<file path="src/rtl/sd_pkg.sv">
// Shared definitions for the SPI-mode SD card command sender and response
// receiver: receiver state encoding, response lengths, R1 status bit
// positions and the command framing / CRC7 constants used on MOSI.
package sd_pkg;

    // Response receiver states
    typedef enum logic [1:0] {
        IDLE,
        WAIT,
        SHIFT,
        FIN
    } recv_state_e;

    // Response lengths and the N_CR start-bit search window
    localparam int SD_R1_BITS  = 8;
    localparam int SD_R37_BITS = 40;
    localparam int SD_NCR_MAX  = 80;

    // R1 status bit positions
    localparam int R1_BIT_IDLE        = 0;
    localparam int R1_BIT_ILLEGAL_CMD = 2;
    localparam int R1_BIT_CRC_ERR     = 3;

    // Command frame layout: 01 + 6-bit index + 32-bit argument + CRC7 + 1
    localparam int         SD_CMD_BITS   = 48;
    localparam logic [1:0] SD_CMD_START  = 2'b01;
    localparam logic       SD_CMD_STOP   = 1'b1;
    localparam logic [6:0] SD_CMD0_CRC7  = 7'h4A;
    localparam logic [6:0] SD_CMD8_CRC7  = 7'h43;
    localparam logic [6:0] SD_CRC7_POLY  = 7'h09;

    // One serial step of the CRC7 (x^7 + x^3 + 1) used on command frames
    function automatic logic [6:0] crc7Step(input logic [6:0] crc, input logic dataBit);
        logic feedback;
        feedback = crc[6] ^ dataBit;
        return {crc[5:0], 1'b0} ^ (feedback ? SD_CRC7_POLY : 7'h00);
    endfunction

endpackage

</file>
<file path="src/rtl/recv_sd.sv">
// SPI-mode SD card response receiver. After the controller pulses start, it
// hunts for the response start bit on SDin within an N_CR window, then shifts
// in an 8-bit R1 or 40-bit R3/R7 response MSB first and pulses done, or
// pulses timeout with an all-ones response if the card never answers.
module recv_sd
    import sd_pkg::*;
#(
    parameter int NCR_MAX    = SD_NCR_MAX,
    parameter int LONG_BITS  = SD_R37_BITS,
    parameter int SHORT_BITS = SD_R1_BITS
) (
    input  logic                  clock,
    input  logic                  reset,
    input  logic                  start,
    input  logic                  long,
    input  logic                  SDin,
    output logic                  busy,
    output logic                  done,
    output logic                  timeout,
    output logic [LONG_BITS-1:0]  response,
    output logic [SHORT_BITS-1:0] r1
);

    // The single counter is the wait counter in WAIT and the bit counter in
    // SHIFT. The start bit is consumed in WAIT, so SHIFT starts at length-2.
    localparam logic [6:0] NCR_LAST   = 7'(NCR_MAX - 1);
    localparam logic [6:0] LOAD_LONG  = 7'(LONG_BITS - 2);
    localparam logic [6:0] LOAD_SHORT = 7'(SHORT_BITS - 2);
    localparam logic [6:0] R1_AT_LONG = 7'(LONG_BITS - SHORT_BITS);

    recv_state_e           state_q, state_d;
    logic                  longSel_q, longSel_d;
    logic                  timedOut_q, timedOut_d;
    logic [6:0]            cnt_q, cnt_d;
    logic [LONG_BITS-1:0]  response_q, response_d;
    logic [SHORT_BITS-1:0] r1_q, r1_d;
    logic [6:0]            r1Point;

    // State register; reset aborts any transfer without a done/timeout pulse
    always_ff @(posedge clock or negedge reset) begin
        if (!reset) begin
            state_q <= IDLE;
        end else begin
            state_q <= state_d;
        end
    end

    // Next-state: a 0 on SDin in WAIT is the R1 MSB and starts the shift
    always_comb begin
        state_d = state_q;
        unique case (state_q)
            IDLE:    if (start) state_d = WAIT;
            WAIT:    if (!SDin) state_d = SHIFT;
                     else if (cnt_q == NCR_LAST) state_d = FIN;
            SHIFT:   if (cnt_q == 7'd0) state_d = FIN;
            FIN:     state_d = IDLE;
            default: state_d = IDLE;
        endcase
    end

    // Outputs decoded from state; FIN carries either done or timeout, never both
    always_comb begin
        busy    = 1'b0;
        done    = 1'b0;
        timeout = 1'b0;
        unique case (state_q)
            WAIT, SHIFT: busy = 1'b1;
            FIN: begin
                done    = !timedOut_q;
                timeout = timedOut_q;
            end
            default: ;
        endcase
    end

    // The R1 byte is complete when the eighth received bit shifts in
    assign r1Point = longSel_q ? R1_AT_LONG : 7'd0;

    // Datapath next-state: length latch, counter, shift register and R1 capture
    always_comb begin
        longSel_d  = longSel_q;
        timedOut_d = timedOut_q;
        cnt_d      = cnt_q;
        response_d = response_q;
        r1_d       = r1_q;
        unique case (state_q)
            IDLE: begin
                if (start) begin
                    longSel_d  = long;
                    timedOut_d = 1'b0;
                    cnt_d      = 7'd0;
                end
            end
            WAIT: begin
                if (!SDin) begin
                    response_d = '0;
                    cnt_d      = longSel_q ? LOAD_LONG : LOAD_SHORT;
                end else if (cnt_q == NCR_LAST) begin
                    timedOut_d = 1'b1;
                    response_d = longSel_q ? '1
                                           : {{(LONG_BITS-SHORT_BITS){1'b0}}, {SHORT_BITS{1'b1}}};
                    r1_d       = '1;
                end else begin
                    cnt_d = cnt_q + 7'd1;
                end
            end
            SHIFT: begin
                response_d = {response_q[LONG_BITS-2:0], SDin};
                if (cnt_q == r1Point) begin
                    r1_d = {response_q[SHORT_BITS-2:0], SDin};
                end
                if (cnt_q != 7'd0) begin
                    cnt_d = cnt_q - 7'd1;
                end
            end
            FIN: begin
                cnt_d = 7'd0;
            end
            default: ;
        endcase
    end

    // Datapath registers; response and r1 hold between transfers
    always_ff @(posedge clock or negedge reset) begin
        if (!reset) begin
            longSel_q  <= 1'b0;
            timedOut_q <= 1'b0;
            cnt_q      <= 7'd0;
            response_q <= '0;
            r1_q       <= '0;
        end else begin
            longSel_q  <= longSel_d;
            timedOut_q <= timedOut_d;
            cnt_q      <= cnt_d;
            response_q <= response_d;
            r1_q       <= r1_d;
        end
    end

    assign response = response_q;
    assign r1       = r1_q;

endmodule

</file>
<file path="config.mk">
export PLATFORM = sky130hd
export DESIGN_NAME = recv_sd
export DESIGN_NICKNAME = d
export VERILOG_FILES = /design/src/rtl/sd_pkg.sv /design/src/rtl/recv_sd.sv
export SDC_FILE = /design/constraint.sdc
export NUM_CORES = 1
export LEC_CHECK = 0
export CAP_MARGIN = 20
export CORE_ASPECT_RATIO = 1.1
export CORE_UTILIZATION = 55
export CTS_BUF_LIST = sky130_fd_sc_hd__clkbuf_16
export DETAILED_ROUTE_END_ITERATION = 6
export MAX_ROUTING_LAYER = met4
export PLACE_DENSITY = 0.89
export SLEW_MARGIN = 20
export SYNTH_ARGS = -nofsm -noshare
export SYNTH_HDL_FRONTEND = slang
export SYNTH_SLANG_ARGS = --single-unit
</file>
<file path="constraint.sdc">
create_clock -name clock -period 7.6 [get_ports clock]
set_clock_uncertainty 0.2 [all_clocks]
set_input_delay 1.14 -clock clock [delete_from_list [all_inputs] [get_ports clock]]
set_output_delay 1.14 -clock clock [all_outputs]
set_load 0.005 [all_outputs]
</file>
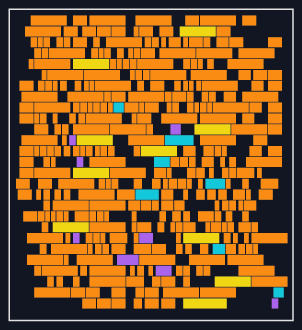
Fig. 1. Cells by drive strength.
Scale: 4 px per um.
size	colour	cells	share
_3 and _4 cells	cyan	7	2.0%
_2 cells	purple	8	2.2%
_6 and larger	yellow	10	2.8%
_0 and _1 cells	orange	332	93%
cell area after layout: 3660 um^2
Repair and plain buffers: 57
area growth from synthesis to layout: 28.8%
worst setup margin: 4090 ps

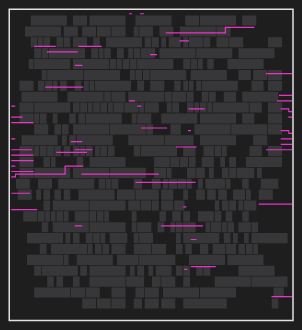
Fig. 2. Metal 3.
Scale: 4 px per um. Cells faint in the background.
nets with wire on the layer	35
main direction	horizontal
longest straight run	19.1 um
routing usage on met3: 4.16%
total number of vias: 2433
wirelength, routed: 6640 um

==> Changelog: implementation <==
### Changed

* Final-layout setup total negative slack at 0 ps
* Total number of warnings across the stage logs at 31
* Fraction of layout cells with a size suffix above 1 at 7.00%
* Total I/O pin count at 56
* Run status: complete, but fails checks
* Share of the synthesized area in the top cell type at 51.9%
* Total of max-cap violations at 0
* Core footprint at 5000 um^2
* Tally of yosys warning messages at 0
* Remaining DRCs at 4
* Failing checks: design-rule violations
* Via-per-instance ratio at 5.86
* Post-DP HPWL at 4130 um
* Setup repair after global routing missed its margin: false
* Final core utilization at 73.3%
* Top area cell types: sky130_fd_sc_hd__dfrtp_1 (52%), sky130_fd_sc_hd__a21oi_1 (15%), sky130_fd_sc_hd__nor2_1 (6.2%)
* Number of standard cells in the layout, taps in and fillers out at 415
* Iteration count of the initial detailed-routing pass at 6
* Hold-fix buffer count after cts at 0
* Metal3 WL at 245 um
* Height of the die at 77.4 um
* Number of global-route vias before repair at 2249
* Largest fanout of any net on the critical path at 51
* Top cells excl fill/tap: sky130_fd_sc_hd__a21oi_1 (86), sky130_fd_sc_hd__dfrtp_1 (59), sky130_fd_sc_hd__clkdlybuf4s50_1 (54), sky130_fd_sc_hd__nor2_1 (47), sky130_fd_sc_hd__o21ai_0 (12)
* Async set-or-reset flop fraction in the synthesized netlist at 100%
* Most frequent cell after synthesis: sky130_fd_sc_hd__a21oi_1
* Crit path required time at 7650 ps
* Routability Congestion at 0.891
* Syn Nets at 322
* Class of the tightest hold or removal check: reg -> reg
* Arrival time at the worst endpoint at 3560 ps
* Pwr Density at 533 nW/um^2
* Largest vdd supply drop at 0.307 mV
* Total Nets Final at 365
* Critical Setup Path Class: reg -> reg
* Final hold vios at 0
* Buffer type at the clock tree root: sky130_fd_sc_hd__clkbuf_16
* Final cycle utilization of the critical path at 46.1%
* Instance tally after logic synthesis at 310
* Transition time at the pin with the least slew margin at 969 ps
routing by layer:
layer	GRT usage (%)	vias up
met2	41.0	63
met4	13.2	0
met5	-	-
li1	-	1173
met3	4.16	17
met1	34.2	1180
kinds of logic after synthesis:
kind of cell	synth area share, %
compound gates	24.2
xor+xnor	1.85
fa+ha+maj	3.08
buf+inv	4.88
flops	51.9
mux	0.748
simple gates	13.3
area by class of cell:
class / instances / area [um^2]
Multi-Input combinational cell: 219 / 1240
Sequential cell: 59 / 1480
Fill cell: 384 / 1340
Clock inverter: 6 / 57.6
Inverter: 7 / 26.3
Tap cell: 58 / 72.6
Timing Repair Buffer: 57 / 561
Clock buffer: 9 / 225
report_power, final:
part	switching (W)	total, W	leakage [nW]	internal (W)
clock	0.000137	0.000386	0.142	0.000249
combinational	0.000495	0.000959	0.680	0.000464
sequential	0.000140	0.000608	0.682	0.000469
total	0.000772	0.00195	1.50	0.00118
final timing paths:
kind | from | endpoint | slack, ps | cells after the start
max | state_q[0]$_DFFE_PN0P_ | response[34]$_DFFE_PN0P_ | 4090 | 7
min | r1[0]$_DFFE_PN0P_ | r1[0]$_DFFE_PN0P_ | 300 | 1
max reg2reg | state_q[0]$_DFFE_PN0P_ | response[34]$_DFFE_PN0P_ | 4090 | 7
min reg2reg | r1[0]$_DFFE_PN0P_ | r1[0]$_DFFE_PN0P_ | 300 | 1
max in group asynchronous | reset | response[38]$_DFFE_PN0P_ | 5970 | 2
min in group asynchronous | reset | cnt_q[6]$_DFFE_PN0P_ | 760 | 2
worst max-delay path, stage by stage, from the launching register on:
cell	delay, ps
sky130_fd_sc_hd__dfrtp_1	430
sky130_fd_sc_hd__inv_1	130
sky130_fd_sc_hd__ha_2	840
sky130_fd_sc_hd__nor2_1	330
sky130_fd_sc_hd__a21oi_4	770
sky130_fd_sc_hd__buf_4	480
sky130_fd_sc_hd__nor2_1	100
sky130_fd_sc_hd__a21oi_1	120
metrics by stage:
stage	cell area (um^2)	hold slack, ps	total power [W]	worst slack, ps
6_report	3660	302	0.00195	4090
5_1_grt	3660	325	0.00210	3820
4_1_cts	3660	307	0.00196	4160
3_5_place_dp	3380	296	0.00155	3910
3_3_place_gp	3380	290	0.00152	4020
2_1_floorplan	2850	302	0.00116	4790
state kept, by name, summed over array words and instances, names as in the netlist:
signal,count
response,40
longSel_q,1
state_q,2
r1,8
cnt_q,7
timedOut_q,1
Power and IR drop assume default switching activity.
